Figure 1. Clock network drawn from the DEF.
Scale bar: 50 um.
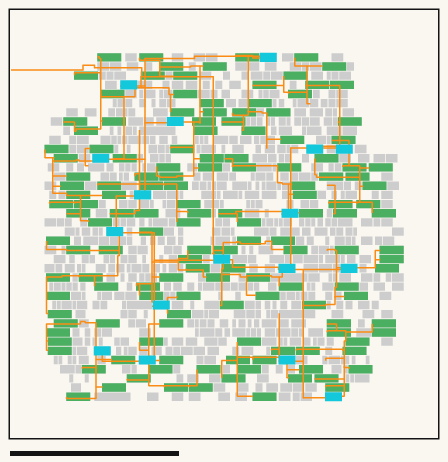
Figure 2. Cell classes on the final placement.
Scale bar: 50 um.
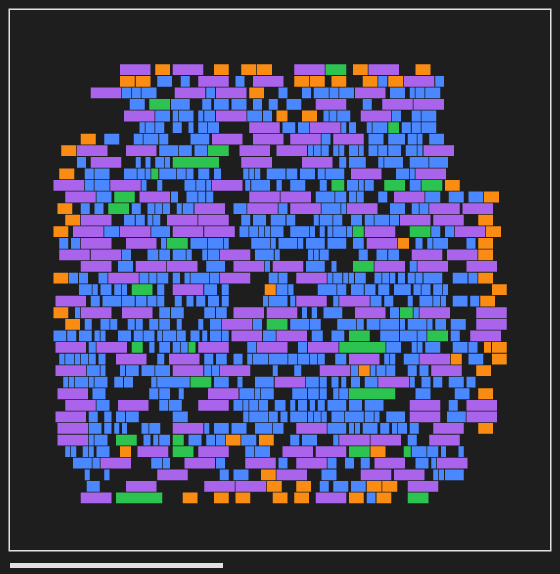
==> config.mk <==
export PLATFORM = sky130hd
export DESIGN_NAME = multi_hz_counter
export DESIGN_NICKNAME = d
export VERILOG_FILES = /design/src/rtl/multi_hz_counter.sv
export SDC_FILE = /design/constraint.sdc
export NUM_CORES = 1
export LEC_CHECK = 0
export CORE_MARGIN = 10
export CORE_UTILIZATION = 60
export CTS_BUF_LIST = sky130_fd_sc_hd__clkbuf_4 sky130_fd_sc_hd__clkbuf_8
export DETAILED_ROUTE_END_ITERATION = 10
export PLACE_DENSITY = 0.82
export SLEW_MARGIN = 5
export SYNTH_ARGS = -nofsm -noshare
export SYNTH_HDL_FRONTEND = slang
export SYNTH_HIERARCHICAL = 1
export SYNTH_SLANG_ARGS = --single-unit
==> constraint.sdc <==
create_clock -name clk -period 5.5 [get_ports clk]
set_clock_uncertainty 0.1 [all_clocks]
set_input_delay 1.65 -clock clk [delete_from_list [all_inputs] [get_ports clk]]
set_output_delay 1.65 -clock clk [all_outputs]
set_load 0.02 [all_outputs]
==> results.cfg <==
; generated from flow reports
[clocking]
cts_num_sinks = 147
ctsHoldBuffers = 0
path_clk_slew_ns = 0.08
cts_tree = built
h-tree-depth = 4
cts_max_path_buffers = 2
postCtsSetupBuffers = 0

[final_layout]
layout.nets = 803
n_antenna_cell = 0

[pwr]
p_switching_uw = 490
leakagePower_nw = 2.68
combPwrFrac_pct = 5.5
p_int_mw = 1.64
cellPowerDensity_nw_per_um2 = 271

[critical_path]
arrival_ns = 3.93
crit_cells = 7
crit_path_cell_trace = clkdlybuf4s50_1 -> or4_1 -> nand2_2 -> nor2b_1 -> nand2_1 -> a31oi_1 -> a31o_1
r2r_slack_ns = 2.18

[synthesis]
mux_share_pct = 8.76
ys_ff = 147
async_flop_share_pct = 0
ys_types = 48
avgSynthCellArea_sq_um = 9.62
ys.flop_type = dfxtp_1
ys_warn_count = 6
yosysCellCount = 713
topCombFamilyByArea = simple AND/OR/NAND/NOR gates
synth_area_sq_um = 6860
ys_sh_aoi_pct = 9.25
syn_inst = 713

[place]
gp_congestion = 0.841
dp_hpwl_mm = 9.69

[global_route]
grt_remaining_overflow = 0
grtUsageTotal_pct = 17.1
grt_max_degree = 42
grt_pass1_wl_mm = 23.5

[sta]
hold_violations = 0
period_used_pct = 66.9
maxSlewViolCount = 0
slew_headroom_pct = 52.6
timing.hold.ws_ns = 0.325
worst_slew_pin_slew_ns = 0.708
post-route-min-period_ns = 3.68
rsz0062_at_grt = no

[detailed_routing]
finalWirelength_mm = 13.7
routed_via_density = 5.76

[floorplanning]
ioPinCount = 55
fp-utilization_pct = 62.2

[outcome]
outcome = finished clean

[hold_path]
hp-class = reg -> reg
Back to the opening pictures, Figure 1:
[green] flip-flops | count: 147
[cyan] cells driving clock nets | count: 17
[orange] clock wires | length: 1700 um
routed clock nets	18
flops lie	all over the die
Power Clock: 924 uW
clk latency late pin: 0.46 ns
clock share of power: 43.4%

Back to the opening pictures, Figure 2:
colour	class	cells	share of their area
purple	flops	147	38%
blue	all other logic	538	48%
orange	other buffers and delay cells	60	7.6%
green	clock drivers and dummy loads	32	5.8%
core area: 11000 sq um
Rows: 38
fin util: 71.1%
Seq/total area: 37.5%
post-route cell area: 7840 sq um

==> cell type report <==
class	instances	area [sq um]
clock buffer	19	262
timing repair buffer	60	581
inverter	35	131
tap	140	175
sequential	147	2940
multi-input combinational	503	3570
clock inverter	13	183
fill	836	3190
==> cells in the final DEF, fill, tap and decap left out, types with 9 or more instances in the layout <==
cell type / count
dfxtp_1: 147
mux2i_1: 60
clkdlybuf4s50_1: 53
nand2_1: 52
nor2b_1: 52
nor2_1: 39
a21oi_1: 38
inv_1: 35
ha_1: 29
nand3_1: 21
o31ai_1: 21
or4_1: 20
nand2b_1: 20
clkbuf_8: 19
and2_1: 16
xor2_1: 14
nand4_1: 12
nor4_2: 12
a31oi_1: 9
==> metrics by stage <==
step                worst slack, ns  power [mW]
floorplan                      2.34        1.20
global placement               1.48        1.22
detailed placement             1.37        1.23
CTS                            1.87        2.15
global route                   1.74        2.21
finish                         1.82        2.13
==> power by group through the flow <==
stage | Sequential [mW] | Combinational (mW) | Clock, mW
finish | 1.09 | 0.116 | 0.924
global route | 1.09 | 0.128 | 0.987
CTS | 1.09 | 0.116 | 0.943
detailed placement | 1.11 | 0.115 | 0
global placement | 1.11 | 0.109 | 0
floorplan | 1.11 | 0.0917 | 0
==> layer usage <==
| metal | track usage (%) | up-vias | wire [um] |
|---|---|---|---|
| met2 | 28.4 | 112 | 6770 |
| li1 | - | 2633 | - |
| met1 | 19.3 | 2517 | 5920 |
| met3 | 5.41 | 21 | 726 |
| met5 | 0 | - | 0 |
| met4 | 8.57 | 0 | 257 |
Power figures rest on the tool's default switching activity, not on a simulated workload.
